**src/rtl/usb4_logical_lane_core_if.sv**
```systemverilog
// Config bus, transport byte streams and lane byte streams of usb4_logical_lane_core.
// master = transport/config host and electrical-layer stub, slave = the lane core.
interface usb4_logical_lane_core_if;
  logic        c_read;
  logic        c_write;
  logic [7:0]  c_address;
  logic [31:0] c_data_in;
  logic [31:0] c_data_out;
  logic [7:0]  transport_layer_data_in;
  logic [7:0]  transport_layer_data_out;
  logic [7:0]  lane_0_rx_i;
  logic [7:0]  lane_1_rx_i;
  logic        data_incoming;
  logic [7:0]  lane_0_tx_o;
  logic [7:0]  lane_1_tx_o;

  modport master (
    output c_read, c_write, c_address, c_data_in,
    output transport_layer_data_in, lane_0_rx_i, lane_1_rx_i, data_incoming,
    input  c_data_out, transport_layer_data_out, lane_0_tx_o, lane_1_tx_o
  );

  modport slave (
    input  c_read, c_write, c_address, c_data_in,
    input  transport_layer_data_in, lane_0_rx_i, lane_1_rx_i, data_incoming,
    output c_data_out, transport_layer_data_out, lane_0_tx_o, lane_1_tx_o
  );
endinterface

```
**src/rtl/usb4_logical_lane_core.sv**
```systemverilog
// Simplified USB4 logical-layer lane controller: sideband-gated training, CL0 data
// transfer and a small config register file. Define DUAL_LANE_EN for two-lane striping.
module usb4_logical_lane_core #(
  parameter logic [7:0] TRAIN_OS    = 8'hC5,
  parameter int         TRAIN_LEN   = 16,
  parameter int         SB_DEBOUNCE = 4
) (
  input  logic local_clk,
  input  logic rst,
  input  logic lane_disable,
  input  logic sbtx,
  output logic sbrx,
  output logic enable_scr,
  usb4_logical_lane_core_if.slave bus
);
  typedef enum logic [1:0] {
    DISABLED = 2'd0,
    CLD      = 2'd1,
    TRAINING = 2'd2,
    CL0      = 2'd3
  } state_t;

  localparam int SB_W = $clog2(SB_DEBOUNCE + 1);
  localparam int TR_W = $clog2(TRAIN_LEN + 1);

  state_t          state;
  state_t          state_next;
  logic [SB_W-1:0] sb_cnt;
  logic [TR_W-1:0] tr_cnt;
  logic            ctrl_dis;
  logic [31:0]     scratch;
  logic [31:0]     rx_cnt;
  logic            dis;
  logic            train_ok;
  logic            train_bad;
  logic            rx_take;

  assign dis        = lane_disable | ctrl_dis;
  assign enable_scr = 1'b0;

`ifdef DUAL_LANE_EN
  logic tx_sel;
  logic rx_sel;
  assign train_ok = bus.data_incoming && (bus.lane_0_rx_i == TRAIN_OS) &&
                    (bus.lane_1_rx_i == TRAIN_OS);
`else
  logic unused_lane_1;
  assign unused_lane_1 = ^bus.lane_1_rx_i;
  assign train_ok = bus.data_incoming && (bus.lane_0_rx_i == TRAIN_OS);
`endif

  assign train_bad = bus.data_incoming && !train_ok;
  assign rx_take   = (state == CL0) && bus.data_incoming;

  // Disable overrides everything; a lost sideband drops back to CLD.
  always_comb begin
    state_next = state;
    if (dis) begin
      state_next = DISABLED;
    end else begin
      case (state)
        DISABLED: state_next = CLD;
        CLD: begin
          if (sbtx && (sb_cnt == SB_W'(SB_DEBOUNCE - 1))) state_next = TRAINING;
        end
        TRAINING: begin
          if (!sbtx) state_next = CLD;
          else if (train_ok && (tr_cnt == TR_W'(TRAIN_LEN - 1))) state_next = CL0;
        end
        CL0: begin
          if (!sbtx) state_next = CLD;
        end
        default: state_next = DISABLED;
      endcase
    end
  end

  always_ff @(posedge local_clk or posedge rst) begin
    if (rst) begin
      state                        <= DISABLED;
      sb_cnt                       <= '0;
      tr_cnt                       <= '0;
      sbrx                         <= 1'b0;
      bus.lane_0_tx_o              <= 8'h00;
      bus.lane_1_tx_o              <= 8'h00;
      bus.transport_layer_data_out <= 8'h00;
      bus.c_data_out               <= 32'h0;
      ctrl_dis                     <= 1'b0;
      scratch                      <= 32'h0;
      rx_cnt                       <= 32'h0;
`ifdef DUAL_LANE_EN
      tx_sel                       <= 1'b0;
      rx_sel                       <= 1'b0;
`endif
    end else begin
      state <= state_next;
      sbrx  <= (state_next != DISABLED);

      sb_cnt <= (state == CLD && state_next == CLD && sbtx) ? sb_cnt + SB_W'(1) : '0;

      if (state == TRAINING && state_next == TRAINING) begin
        if (train_ok)       tr_cnt <= tr_cnt + TR_W'(1);
        else if (train_bad) tr_cnt <= '0;
      end else begin
        tr_cnt <= '0;
      end

      // Lane outputs follow the state being entered, so they line up with sbrx.
      bus.lane_0_tx_o <= 8'h00;
      bus.lane_1_tx_o <= 8'h00;
      if (state_next == TRAINING) begin
        bus.lane_0_tx_o <= TRAIN_OS;
`ifdef DUAL_LANE_EN
        bus.lane_1_tx_o <= TRAIN_OS;
`endif
      end else if (state == CL0 && state_next == CL0) begin
`ifdef DUAL_LANE_EN
        if (tx_sel) bus.lane_1_tx_o <= bus.transport_layer_data_in;
        else        bus.lane_0_tx_o <= bus.transport_layer_data_in;
`else
        bus.lane_0_tx_o <= bus.transport_layer_data_in;
`endif
      end

`ifdef DUAL_LANE_EN
      if (state == CL0) begin
        tx_sel <= ~tx_sel;
        if (bus.data_incoming) rx_sel <= ~rx_sel;
      end else begin
        tx_sel <= 1'b0;
        rx_sel <= 1'b0;
      end
      if (rx_take) bus.transport_layer_data_out <= rx_sel ? bus.lane_1_rx_i : bus.lane_0_rx_i;
`else
      if (rx_take) bus.transport_layer_data_out <= bus.lane_0_rx_i;
`endif

      // Reads sample pre-write contents, so a same-cycle write is not visible yet.
      if (bus.c_read) begin
        case (bus.c_address)
          8'h00:   bus.c_data_out <= {29'b0, sbtx, state};
          8'h04:   bus.c_data_out <= {31'b0, ctrl_dis};
          8'h08:   bus.c_data_out <= rx_cnt;
          8'h0C:   bus.c_data_out <= scratch;
          default: bus.c_data_out <= 32'h0;
        endcase
      end

      if (bus.c_write && bus.c_address == 8'h04) ctrl_dis <= bus.c_data_in[0];
      if (bus.c_write && bus.c_address == 8'h0C) scratch  <= bus.c_data_in;

      if (bus.c_write && bus.c_address == 8'h08) rx_cnt <= 32'h0;
      else if (rx_take)                          rx_cnt <= rx_cnt + 32'd1;
    end
  end
endmodule

```
**src/flat_wrapper.sv**
```systemverilog
// flat-port wrapper written by rule: the top's interface ports become plain ports
module usb4_logical_lane_core_flat 
#(
  parameter logic [7:0] TRAIN_OS    = 8'hC5,
  parameter int         TRAIN_LEN   = 16,
  parameter int         SB_DEBOUNCE = 4
)
  (local_clk, rst, lane_disable, sbtx, sbrx, enable_scr, bus_c_read, bus_c_write, bus_c_address, bus_c_data_in, bus_transport_layer_data_in, bus_lane_0_rx_i, bus_lane_1_rx_i, bus_data_incoming, bus_c_data_out, bus_transport_layer_data_out, bus_lane_0_tx_o, bus_lane_1_tx_o);
  usb4_logical_lane_core_if bus_i ();
  input  logic local_clk;
  input  logic rst;
  input  logic lane_disable;
  input  logic sbtx;
  output logic sbrx;
  output logic enable_scr;
  input wire logic [$bits(bus_i.c_read)-1:0] bus_c_read;
  input wire logic [$bits(bus_i.c_write)-1:0] bus_c_write;
  input wire logic [$bits(bus_i.c_address)-1:0] bus_c_address;
  input wire logic [$bits(bus_i.c_data_in)-1:0] bus_c_data_in;
  input wire logic [$bits(bus_i.transport_layer_data_in)-1:0] bus_transport_layer_data_in;
  input wire logic [$bits(bus_i.lane_0_rx_i)-1:0] bus_lane_0_rx_i;
  input wire logic [$bits(bus_i.lane_1_rx_i)-1:0] bus_lane_1_rx_i;
  input wire logic [$bits(bus_i.data_incoming)-1:0] bus_data_incoming;
  output wire logic [$bits(bus_i.c_data_out)-1:0] bus_c_data_out;
  output wire logic [$bits(bus_i.transport_layer_data_out)-1:0] bus_transport_layer_data_out;
  output wire logic [$bits(bus_i.lane_0_tx_o)-1:0] bus_lane_0_tx_o;
  output wire logic [$bits(bus_i.lane_1_tx_o)-1:0] bus_lane_1_tx_o;
  assign bus_i.c_read = bus_c_read;
  assign bus_i.c_write = bus_c_write;
  assign bus_i.c_address = bus_c_address;
  assign bus_i.c_data_in = bus_c_data_in;
  assign bus_i.transport_layer_data_in = bus_transport_layer_data_in;
  assign bus_i.lane_0_rx_i = bus_lane_0_rx_i;
  assign bus_i.lane_1_rx_i = bus_lane_1_rx_i;
  assign bus_i.data_incoming = bus_data_incoming;
  assign bus_c_data_out = bus_i.c_data_out;
  assign bus_transport_layer_data_out = bus_i.transport_layer_data_out;
  assign bus_lane_0_tx_o = bus_i.lane_0_tx_o;
  assign bus_lane_1_tx_o = bus_i.lane_1_tx_o;
  usb4_logical_lane_core #(.TRAIN_OS(TRAIN_OS), .TRAIN_LEN(TRAIN_LEN), .SB_DEBOUNCE(SB_DEBOUNCE)) u_core (.local_clk(local_clk), .rst(rst), .lane_disable(lane_disable), .sbtx(sbtx), .sbrx(sbrx), .enable_scr(enable_scr), .bus(bus_i));
endmodule
```
**config.mk**
```make
export PLATFORM = sky130hd
export DESIGN_NAME = usb4_logical_lane_core_flat
export DESIGN_NICKNAME = d
export VERILOG_FILES = /design/src/rtl/usb4_logical_lane_core_if.sv /design/src/rtl/usb4_logical_lane_core.sv /design/src/flat_wrapper.sv
export SDC_FILE = /design/constraint.sdc
export NUM_CORES = 1
export LEC_CHECK = 0
export ABC_AREA = 1
export CAP_MARGIN = 30
export CORE_MARGIN = 2
export CORE_UTILIZATION = 47
export DETAILED_ROUTE_END_ITERATION = 8
export HOLD_SLACK_MARGIN = 0.12
export PLACE_DENSITY = 0.75
export SKIP_LAST_GASP = 1
export SLEW_MARGIN = 40
export SYNTH_ARGS = -nofsm -noshare
export SYNTH_HDL_FRONTEND = slang
export SYNTH_SLANG_ARGS = --single-unit
```
**constraint.sdc**
```tcl
create_clock -name local_clk -period 4.2 [get_ports local_clk]
set_input_delay 0.84 -clock local_clk [delete_from_list [all_inputs] [get_ports local_clk]]
set_output_delay 0.84 -clock local_clk [all_outputs]
set_load 0.005 [all_outputs]
```
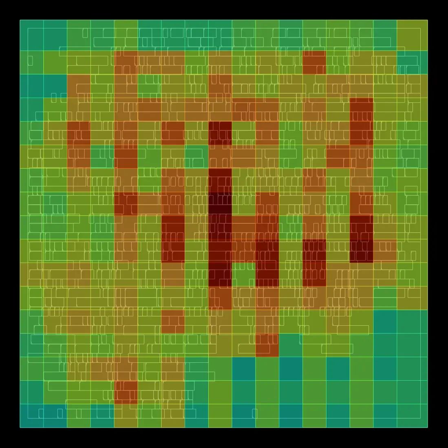
*Congestion heat map*
M3 GR Usage: 5.99%
peak-usage layer in the global routing report: met2

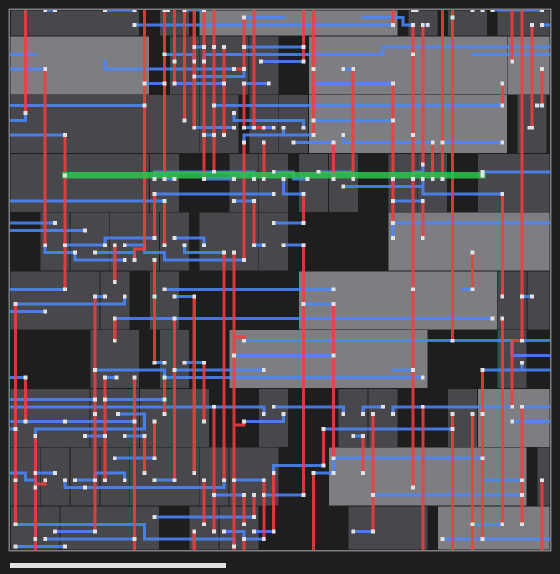
*Close-up of the layout*
The bar under the picture is 10 um long. Region (17, 17) to (42, 42) um. Cells in gray, sequential cells in the stronger gray; small squares are vias.
Blue marks M1. Green marks M3. Red marks M2.
55 logic cells have their middle in the window. Netlist names of flops here include u_core.sb_cnt (3), u_core.state (2), u_core.tr_cnt (2). Most frequent: nand2_1 (13), nor2_1 (11), dfrtp_1 (8). Sequential cells in the window: 8.

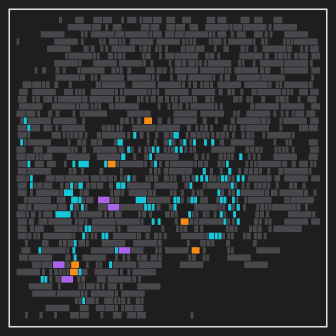
*Selected gate families*
Cyan marks nor cells, cells 90, most used nor2_1. Purple marks fa/ha/maj cells, cells 5, most used ha_1. Orange marks xor and xnor cells, cells 6, most used xor2_1.

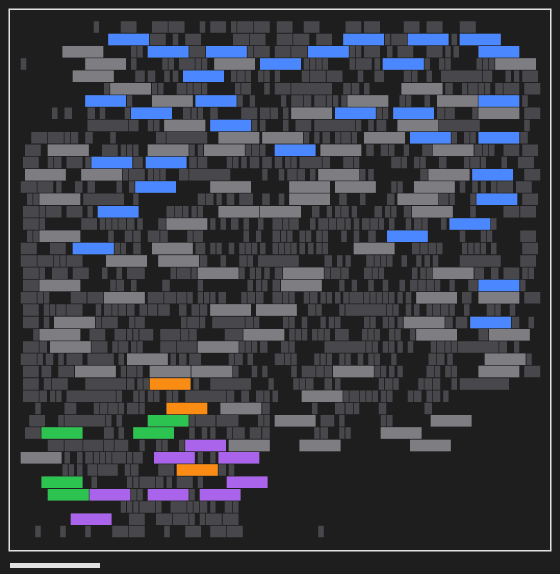
*Sequential cells grouped by signal name*
The bar under the picture is 20 um long. Other sequential cells in the stronger gray, the rest of the logic in the fainter gray.
Blue marks u_core.bus.c_data_out, placed flops 32. Green marks u_core.tr_cnt, placed flops 5, where south-west. Orange marks u_core.sb_cnt, placed flops 3. Purple marks u_core.bus.transport_layer_data_out, placed flops 8.
Another 76 sequential cells are not colored.

==> cell families after synthesis <==
kind of cell | after synthesis | share of synthesized area [%]
and+or+nand+nor | 441 | 29.1
buffers and inverters | 137 | 9.78
DFF | 124 | 49.6
AOI/OAI and AO/OA | 109 | 9.42
xor gates and xnor gates | 6 | 0.840
adders and majority gates | 5 | 1.00
other | 1 | 0.0599
muxes | 1 | 0.180
==> stage by stage <==
stage	utilization [%]	cells	total power, mW	area, um^2
after floorplan	-	832	1.37	6290
after global routing	61.2	1121	2.97	8030
final	61.2	1121	2.88	8030
after CTS	61.2	1121	2.89	8030
after global placement	56.8	1090	1.46	7460
after detailed placement	56.8	1090	1.47	7460
==> cells in the mapped netlist <==
cell,number
a21boi_1,1
nand3_1,50
nand4_1,13
nand3_2,2
a211oi_1,1
buf_1,2
buf_6,4
o21ai_0,27
inv_1,92
nand2_1,282
nor2_2,3
inv_2,8
nor3b_1,1
nor3_1,4
buf_2,9
a21oi_2,1
nand2_2,3
a21oi_1,6
and3_1,1
conb_1,1
nor3_4,1
dfrtp_1,124
buf_4,15
nor2_4,2
mux2_2,1
clkbuf_1,7
xor2_1,6
ha_1,5
nor2_1,78
o22ai_1,28
nor3_2,1
o21ai_1,45
==> routing by layer <==
layer	vias to the layer above	wire length, um	share of wire (%)	global-route usage (%)
met5	-	0	0	0
met4	0	298	1.9	8.09
met3	21	999	6.2	5.99
met2	193	7740	48	39.4
met1	2678	6950	43	30.3
li1	2821	-	-	-
==> report_power, final <==
| part | leakage, nW | switching, mW | internal, mW |
|---|---|---|---|
| combinational | 1.95 | 0.103 | 0.0906 |
| clock | 0.278 | 0.530 | 0.897 |
| sequential | 1.54 | 0.0199 | 1.24 |
| total | 3.77 | 0.653 | 2.22 |
==> notes.md <==
Implementation status.

- The I/O pin count is 129.
- The post-layout period usage of the worst path is 61.4%.
- The clock network contribution to total cell area is just over 7%.
- Warnings raised by the tools during the run amount to 34.
- The largest registers in the layout are u_core.bus.c_data_out: 32 flops, u_core.rx_cnt: 32 flops, u_core.scratch: 32 flops.
- The via count of the first global-routing pass came to 5,621.
- The cell that appears most often on the critical path is buf_4.
- Logged for this run, the post-placement worst setup slack is 1210 ps.
- The largest buffer count on any clock path is 2.
- In this run, synthesis produced a sequential element count of 124.
- All stages included, the depth of the critical timing path comes to 10.
- The slew of the pin with the lowest slew margin is 634 ps.
- The final layout report lists a filler cell count of 1,183.
- The tool flagged a number of max-cap violations equal to 0.
- Summing every instance area after synthesis gives 0.00626 mm^2.
- The highest clock rate this design can be run at is between 300 and 400 MHz.
- The DRC marker count from the first detailed-route iteration is 445.
- The number of nets in the final layout is approximately 1,000.
- The floorplan step records an initial core utilization of 47.6%.
- The flow ran to the end, and the final reports show no timing, DRC or antenna violations.
- The timing report notes that buffer and inverter cells on the critical path total 4.
- The non-clock inverters instantiated in the layout total 100.
- In this design, the stage delay of the slowest critical-path cell is 500 ps.
- The count of clock buffers in the final design is 20.
- The routability congestion estimate is a little over 0.9.
- The CTS tree is done.
- Traced cell by cell, the critical path runs through clkdlybuf4s50_1, nor2_1, nand3_2, inv_2, nand2_2, buf_4, nor2_4, buf_4, nand2_1, o21ai_1.
- The count of hold buffers inserted by post-cts repair is 0.
- Among cell families on the critical path, the largest total delay comes from buffers and inverters.
- Overall routing resource usage recorded by global route was approximately a quarter.
- On the worst setup and hold paths after CTS, the clock-pin slew comes to 60 ps.
- The relative slew slack is 57.8%.
- The number of placement rows is 42.
- The commonest non-fill, non-tap cell in the layout is nand2_1.
- Counting every sink on the clock net gives 124.
No activity file was given, so power comes from the tool's default toggle rates.
